**src/rtl/adder_pipe_if.sv**
```systemverilog
// adder_pipe_if: operand/result handshake bundle for adder_pipe.
// The master drives operands and accepts results; the slave is the adder.
`timescale 1ns/1ps
interface adder_pipe_if #(
    parameter int WIDTH = 16
);
    logic             in_valid;
    logic             in_ready;
    logic [WIDTH-1:0] a;
    logic [WIDTH-1:0] b;
    logic             cin;
    logic             sub;
    logic             out_valid;
    logic             out_ready;
    logic [WIDTH-1:0] sum;
    logic             cout;
    logic             ovf;

    modport master (
        output in_valid, a, b, cin, sub, out_ready,
        input  in_ready, out_valid, sum, cout, ovf
    );

    modport slave (
        input  in_valid, a, b, cin, sub, out_ready,
        output in_ready, out_valid, sum, cout, ovf
    );
endinterface

```
**src/rtl/adder_pipe.sv**
```systemverilog
// adder_pipe: pipelined ripple-carry adder/subtractor with valid/ready flow.
// The carry chain is cut into STAGES segments of WIDTH/STAGES bits with the
// carry registered between segments. Upper operand slices travel alongside
// their beat, and finished lower sum slices are carried forward so the whole
// result leaves the last register together.
// Optional feature: define ADDER_PIPE_OVF_EN to generate the registered
// signed-overflow flag; otherwise ovf is constant 0.
`timescale 1ns/1ps
module adder_pipe #(
    parameter int WIDTH  = 16,
    parameter int STAGES = 4
) (
    input logic         clk,
    input logic         rst_n,
    adder_pipe_if.slave bus
);
    localparam int SEG  = WIDTH / STAGES;
    // Inter-stage register count; one dummy slot keeps the arrays legal at STAGES=1.
    localparam int NREG = (STAGES > 1) ? STAGES - 1 : 1;

    if (WIDTH < 2 || STAGES < 1 || STAGES > WIDTH || (WIDTH % STAGES) != 0) begin : g_paramCheck
        $error("adder_pipe: need WIDTH >= 2, 1 <= STAGES <= WIDTH, WIDTH %% STAGES == 0");
    end

    // Segment adder: SEG-bit sum with carry-out in the top bit.
    function automatic logic [SEG:0] segAdd(input logic [SEG-1:0] x,
                                            input logic [SEG-1:0] y,
                                            input logic           c);
        segAdd = {1'b0, x} + {1'b0, y} + {{SEG{1'b0}}, c};
    endfunction

    logic             advance;
    logic [WIDTH-1:0] effB;
    logic             effC;
    logic             vld_p   [STAGES];
    logic [WIDTH-1:0] opA_p   [NREG];
    logic [WIDTH-1:0] opB_p   [NREG];
    logic [WIDTH-1:0] sum_p   [NREG];
    logic             carry_p [NREG];
    logic [WIDTH-1:0] sumOut;
    logic             coutOut;
    logic             ovfOut;

    // The whole pipeline moves only when the output slot is free or being drained.
    assign advance = ~vld_p[STAGES-1] | bus.out_ready;

    // Subtraction is a + ~b + ~cin, so invert b and the carry once at the entry.
    assign effB = bus.b ^ {WIDTH{bus.sub}};
    assign effC = bus.cin ^ bus.sub;

    assign bus.in_ready  = advance;
    assign bus.out_valid = vld_p[STAGES-1];
    assign bus.sum       = sumOut;
    assign bus.cout      = coutOut;
    assign bus.ovf       = ovfOut;

    for (genvar k = 0; k < STAGES; k++) begin : g_stage
        logic [SEG-1:0]   segA;
        logic [SEG-1:0]   segB;
        logic             segC;
        logic             inV;
        logic [WIDTH-1:0] inS;
        logic [SEG:0]     segRes;
        logic [WIDTH-1:0] outS;

        if (k == 0) begin : g_src
            assign segA = bus.a[0 +: SEG];
            assign segB = effB[0 +: SEG];
            assign segC = effC;
            assign inV  = bus.in_valid;
            assign inS  = '0;
        end else begin : g_src
            assign segA = opA_p[k-1][k*SEG +: SEG];
            assign segB = opB_p[k-1][k*SEG +: SEG];
            assign segC = carry_p[k-1];
            assign inV  = vld_p[k-1];
            assign inS  = sum_p[k-1];
        end

        assign segRes = segAdd(segA, segB, segC);

        // Merge this segment's sum slice into the partial result of the beat.
        always_comb begin
            outS                  = inS;
            outS[k*SEG +: SEG]    = segRes[SEG-1:0];
        end

        // Per-stage valid bit; bubbles travel as 0 and hold under backpressure.
        always_ff @(posedge clk or negedge rst_n) begin
            if (!rst_n) begin
                vld_p[k] <= 1'b0;
            end else if (advance) begin
                vld_p[k] <= inV;
            end
        end

        if (k < STAGES - 1) begin : g_skew
            logic [WIDTH-1:0] fwdA;
            logic [WIDTH-1:0] fwdB;

            if (k == 0) begin : g_fwd
                assign fwdA = bus.a;
                assign fwdB = effB;
            end else begin : g_fwd
                assign fwdA = opA_p[k-1];
                assign fwdB = opB_p[k-1];
            end

            // Carry, partial sum and remaining operand bits of the beat move on together.
            always_ff @(posedge clk) begin
                if (advance) begin
                    opA_p[k]   <= fwdA;
                    opB_p[k]   <= fwdB;
                    sum_p[k]   <= outS;
                    carry_p[k] <= segRes[SEG];
                end
            end
        end else begin : g_out
            logic ovfNext;

`ifdef ADDER_PIPE_OVF_EN
            // Carry into the MSB is a ^ b ^ sum at that bit; overflow when it differs from cout.
            assign ovfNext = segA[SEG-1] ^ segB[SEG-1] ^ segRes[SEG-1] ^ segRes[SEG];
`else
            assign ovfNext = 1'b0;
`endif

            // Output register: the complete result, cleared by reset.
            always_ff @(posedge clk or negedge rst_n) begin
                if (!rst_n) begin
                    sumOut  <= '0;
                    coutOut <= 1'b0;
                    ovfOut  <= 1'b0;
                end else if (advance) begin
                    sumOut  <= outS;
                    coutOut <= segRes[SEG];
                    ovfOut  <= ovfNext;
                end
            end
        end
    end
endmodule

```
**src/flat_wrapper.sv**
```systemverilog
// flat-port wrapper written by rule: the top's interface ports become plain ports
module adder_pipe_flat 
#(
    parameter int WIDTH  = 16,
    parameter int STAGES = 4
)
  (clk, rst_n, bus_in_valid, bus_a, bus_b, bus_cin, bus_sub, bus_out_ready, bus_in_ready, bus_out_valid, bus_sum, bus_cout, bus_ovf);
  adder_pipe_if #(.WIDTH(WIDTH)) bus_i ();
  input logic clk;
  input logic rst_n;
  input wire logic [$bits(bus_i.in_valid)-1:0] bus_in_valid;
  input wire logic [$bits(bus_i.a)-1:0] bus_a;
  input wire logic [$bits(bus_i.b)-1:0] bus_b;
  input wire logic [$bits(bus_i.cin)-1:0] bus_cin;
  input wire logic [$bits(bus_i.sub)-1:0] bus_sub;
  input wire logic [$bits(bus_i.out_ready)-1:0] bus_out_ready;
  output wire logic [$bits(bus_i.in_ready)-1:0] bus_in_ready;
  output wire logic [$bits(bus_i.out_valid)-1:0] bus_out_valid;
  output wire logic [$bits(bus_i.sum)-1:0] bus_sum;
  output wire logic [$bits(bus_i.cout)-1:0] bus_cout;
  output wire logic [$bits(bus_i.ovf)-1:0] bus_ovf;
  assign bus_i.in_valid = bus_in_valid;
  assign bus_i.a = bus_a;
  assign bus_i.b = bus_b;
  assign bus_i.cin = bus_cin;
  assign bus_i.sub = bus_sub;
  assign bus_i.out_ready = bus_out_ready;
  assign bus_in_ready = bus_i.in_ready;
  assign bus_out_valid = bus_i.out_valid;
  assign bus_sum = bus_i.sum;
  assign bus_cout = bus_i.cout;
  assign bus_ovf = bus_i.ovf;
  adder_pipe #(.WIDTH(WIDTH), .STAGES(STAGES)) u_core (.clk(clk), .rst_n(rst_n), .bus(bus_i));
endmodule
```
**config.mk**
```make
export PLATFORM = sky130hd
export DESIGN_NAME = adder_pipe_flat
export DESIGN_NICKNAME = d
export VERILOG_FILES = /design/src/rtl/adder_pipe_if.sv /design/src/rtl/adder_pipe.sv /design/src/flat_wrapper.sv
export SDC_FILE = /design/constraint.sdc
export NUM_CORES = 1
export LEC_CHECK = 0
export CAP_MARGIN = 10
export CORE_AREA = 3 3 92 103
export DETAILED_ROUTE_END_ITERATION = 10
export DIE_AREA = 0 0 95 106
export PLACE_DENSITY = 0.67
export SLEW_MARGIN = 20
export SYNTH_ARGS = -nofsm -noshare
export SYNTH_HDL_FRONTEND = slang
export SYNTH_SLANG_ARGS = --single-unit
export TNS_END_PERCENT = 20
```
**constraint.sdc**
```tcl
create_clock -name clk -period 2 [get_ports clk]
set_input_delay 0.2 -clock clk [delete_from_list [all_inputs] [get_ports clk]]
set_output_delay 0.2 -clock clk [all_outputs]
set_load 0.01 [all_outputs]
```
**Routing congestion**

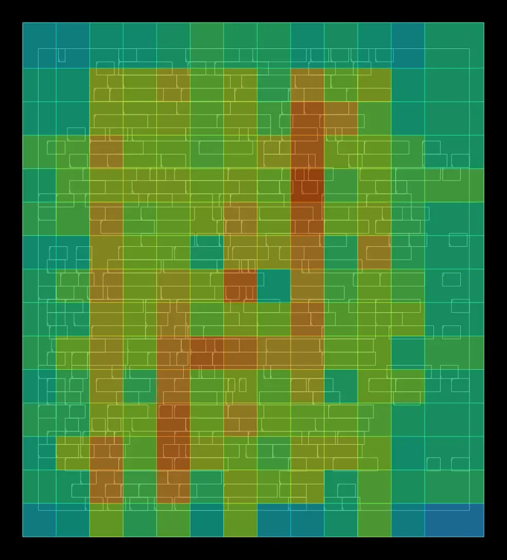
GRT met1 Usage: 14.81%
met2 Use GR: 15.87%
Final Core Density: 55.87%

**Placement density heat map**

Bar = 20 microns. 10 x 11 tiles, from black (low) to pale yellow (high), 0 to 100% covered.
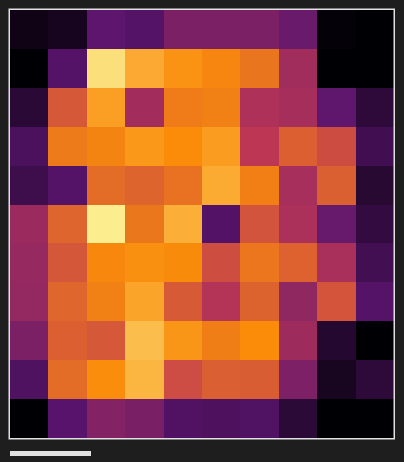
mean over tiles = 46%
fullest tile = 96%
densest ninth of the die = center
tiles over 75% full = 14%
nearly empty tiles = 8.2%
emptiest ninth of the die = south-east
placeable core area: 8452 sq um
fraction of the core area occupied by cells at floorplan: 45.05%

==> flow.log <==
[flow] summary of implementation run
[metrics] Main synth FF type: sky130_fd_sc_hd__edfxtp_1
[metrics] footprint of the flip-flops and latches: 2778 sq um
[metrics] placer congestion estimate: 0.7260
[metrics] largest cell class by area: sequential cells
[metrics] number of warning messages in the logs: 26
[metrics] sequential logic power: 3.33 mW
[metrics] Setup Crit Path Kind: flip-flop to flip-flop
[metrics] DRT met1 WL: 2222 microns
[metrics] top power group: registers
[metrics] sequential fraction of design power: 52.4%
[metrics] combinational cell power: 1.85 mW
[metrics] syn avg cell area: 19.23 sq um
[metrics] number of well taps: 111
[metrics] switching power: 1.721 mW
[metrics] CP bufs+invs: 0
[metrics] net switching fraction of the power: 27.10%
[metrics] global router's overall resource usage: 11.05%
[metrics] most instantiated logic cells after routing: sky130_fd_sc_hd__edfxtp_1, sky130_fd_sc_hd__clkdlybuf4s50_1, sky130_fd_sc_hd__dfrtp_1
[metrics] ordered list of cells on the worst path: fa_1 > fa_1 > a21o_1 > a21oi_1 > a21oi_1
[metrics] fill cell count: 660
[metrics] floorplan die width: 95 microns
[metrics] finished layout cell area: 4722 sq um
[metrics] power density normalized to cell area: 1345 nW/um^2
[metrics] final routed DRC violation total: 0
[metrics] Max-Cap Viols: 0
[metrics] Top Metal Used: met4
[metrics] die boundary height: 106 microns
[metrics] Synth Cell Area: 3807 sq um
[metrics] total power consumption of the routed design: 6.352 mW
[metrics] global-route wire length before repair: 8362 microns
[metrics] proportion of power drawn by combinational gates: 29.1%
[metrics] Final period util: 93.58%
[metrics] Detail Route met2 WL: 2298 microns
[metrics] 1st-pass router iterations: 4
[metrics] post-cts gate resize count: 0
[metrics] area fraction in and, or, nand and nor cells: 1.380%
[metrics] TritonCTS clock tree: built
[metrics] quantity of hold-fixing buffers added after cts: 0
[metrics] Yosys cell types: 21
[metrics] CTS Sinks: 96
[metrics] Num CTS Buffers: 9
[metrics] PnR worst setup slack: 0.1283 ns
[metrics] Static Leak: 1.877 nW
[metrics] dominant cells by area after synthesis: sky130_fd_sc_hd__edfxtp_1, sky130_fd_sc_hd__dfrtp_1, sky130_fd_sc_hd__mux2_4
[metrics] clock-pin slew on the worst setup and hold paths: 0.10 ns
[metrics] via count of the first global-routing pass: 1735
[metrics] number of antenna violations at the first check in global routing: 0
[metrics] diode insertion count for antenna repair: 0
[metrics] area fraction in compound gates: 2.662%
[metrics] final routed wire length divided by cell count: 12.70 microns
[metrics] cell internal pwr: 4.630 mW
[metrics] result of the run: completed
[metrics] most frequent logic cell in the layout: sky130_fd_sc_hd__edfxtp_1
[metrics] Critical Path Fanout Max: 2
[metrics] Buffers excl. clock: 63
[metrics] required time at the worst-slack endpoint: 2.23 ns
[metrics] Clock H-tree levels: 3
[metrics] Max Slew Vio Count: 0
[metrics] shortest period the worst path allows: 1.872 ns
[metrics] Stages on worst setup path: 5
[metrics] number of non-clock inverters in the layout: 8
[metrics] GRT busiest layer: met2
[metrics] yosys-reported design area after synthesis: 3807 sq um
[metrics] maximum buffer depth of the clock tree: 2
[metrics] adder-cell area share of the yosys netlist: 8.150%
[metrics] Mux cell area share: 6.802%
[metrics] yosys stat cell total: 198
[metrics] combinational share of cell area: 20.14%
[metrics] Worst path top cell family by delay: adder cells
[metrics] total of buffers placed on input and output ports: 56
[metrics] commonest cells in the netlist: sky130_fd_sc_hd__edfxtp_1, sky130_fd_sc_hd__dfrtp_1, sky130_fd_sc_hd__xor2_1
[metrics] portion of the layout cell area used by non-clock buffers: 13.51%
[metrics] combinational gate area: 950.9 sq um
[metrics] r2r endpoint: u_core.bus.cout
[metrics] registers with the most flip-flops: u_core.opA_p x24, u_core.opB_p x24, u_core.sum_p x24
[metrics] sort of element at the end of the critical path: flip-flop
[metrics] post-layout instance count excluding filler cells: 382
[metrics] Late-Pin Clk Latency: 0.35 ns
[metrics] largest net degree at the start of global routing: 46
[metrics] dominant non-sequential cell family after synthesis: adder cells
[metrics] crit start category: flip-flop
[metrics] portion of synthesized cell area occupied by the leading cell type: 59.15%
[metrics] max incr delay on CP: 0.47 ns
[metrics] setup repair after global routing missed its margin: no
[metrics] post-synth net total: 256
[metrics] cell count after placement: 366
[metrics] Flop Count: 96
[metrics] worst hold path type: input pin to async pin
[metrics] number of rows created at floorplan: 35
[metrics] post-route antenna net violation count: 0
[metrics] Post-Place Worst Slack: -0.2446 ns
[metrics] chip area: 10070 sq um
[metrics] setup_tns: 0 ns
[metrics] total setup violations reported at the end of the flow: 0
[metrics] worst supply voltage drop on vdd: 0.0005006 V
[metrics] number of warnings issued by yosys: 0
[metrics] Net count, final: 324
[metrics] Worst R2R Path Depth: 5
[metrics] post-synthesis cell count: 198
[metrics] capturing element of the worst setup path: u_core.bus.cout
[metrics] area added between synthesis and finish: 24.02%
[metrics] post-synthesis cell type with the largest combined area: sky130_fd_sc_hd__edfxtp_1
[metrics] sequential share of cell area: 58.82%
[metrics] HPWL after DPL: 3398 microns
[metrics] number of clock-tree buffers in the layout: 9
[metrics] number of ports placed on the die boundary: 58
[metrics] CP startpoint: u_core.carry_p[0][2]
[metrics] Final Hold Slack: 0.1855 ns
[metrics] Synth flops: 96
[metrics] number of vias per cell: 4.471
[metrics] post-CTS setup buffers: 0
[metrics] Power Clock: 1.17 mW
[metrics] part of the Yosys area used for sequential elements: 72.95%
[metrics] top achievable clock speed: 534.3 MHz
[metrics] most numerous cell in the Yosys netlist: sky130_fd_sc_hd__edfxtp_1
[metrics] reg-to-reg startpoint: u_core.carry_p[0][2]
[metrics] arrival time worst endpoint: 2.11 ns
[metrics] xor+xnor area frac: 5.751%
[metrics] multi-input combinational cell count: 88
[metrics] Clock Power Share: 18.5%
[metrics] routed length on met3: 213 microns
[metrics] GR Overflow Total: 0
[metrics] worst setup slack for register-to-register paths: 0.13 ns
[metrics] clock tree skew after final layout: 0.01262 ns
[metrics] met3 capacity usage during global routing: 2.619%
**Wire density map**

Bar = 20 microns. 19 x 21 tiles, from black (low) to pale yellow (high), scaled to the fullest tile. Values are wire area over tile area, all layers added.
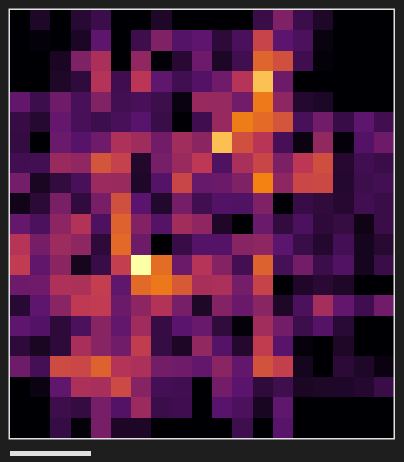
nearly empty tiles = 19%
emptiest ninth of the die = south-east
tiles over half the peak = 10%

**Signal wires on met1**

Bar = 20 microns.
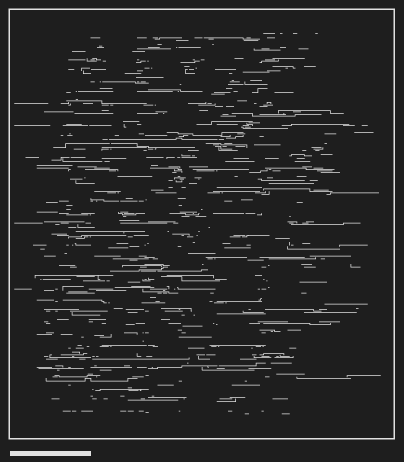
wire length on this layer = 2220 microns
longest straight run = 23.9 microns
nets with wire on the layer = 285
share of all routed wire = 46%
via count: 1708
overall routed net length: 4850 microns

Power and IR drop assume default switching activity.
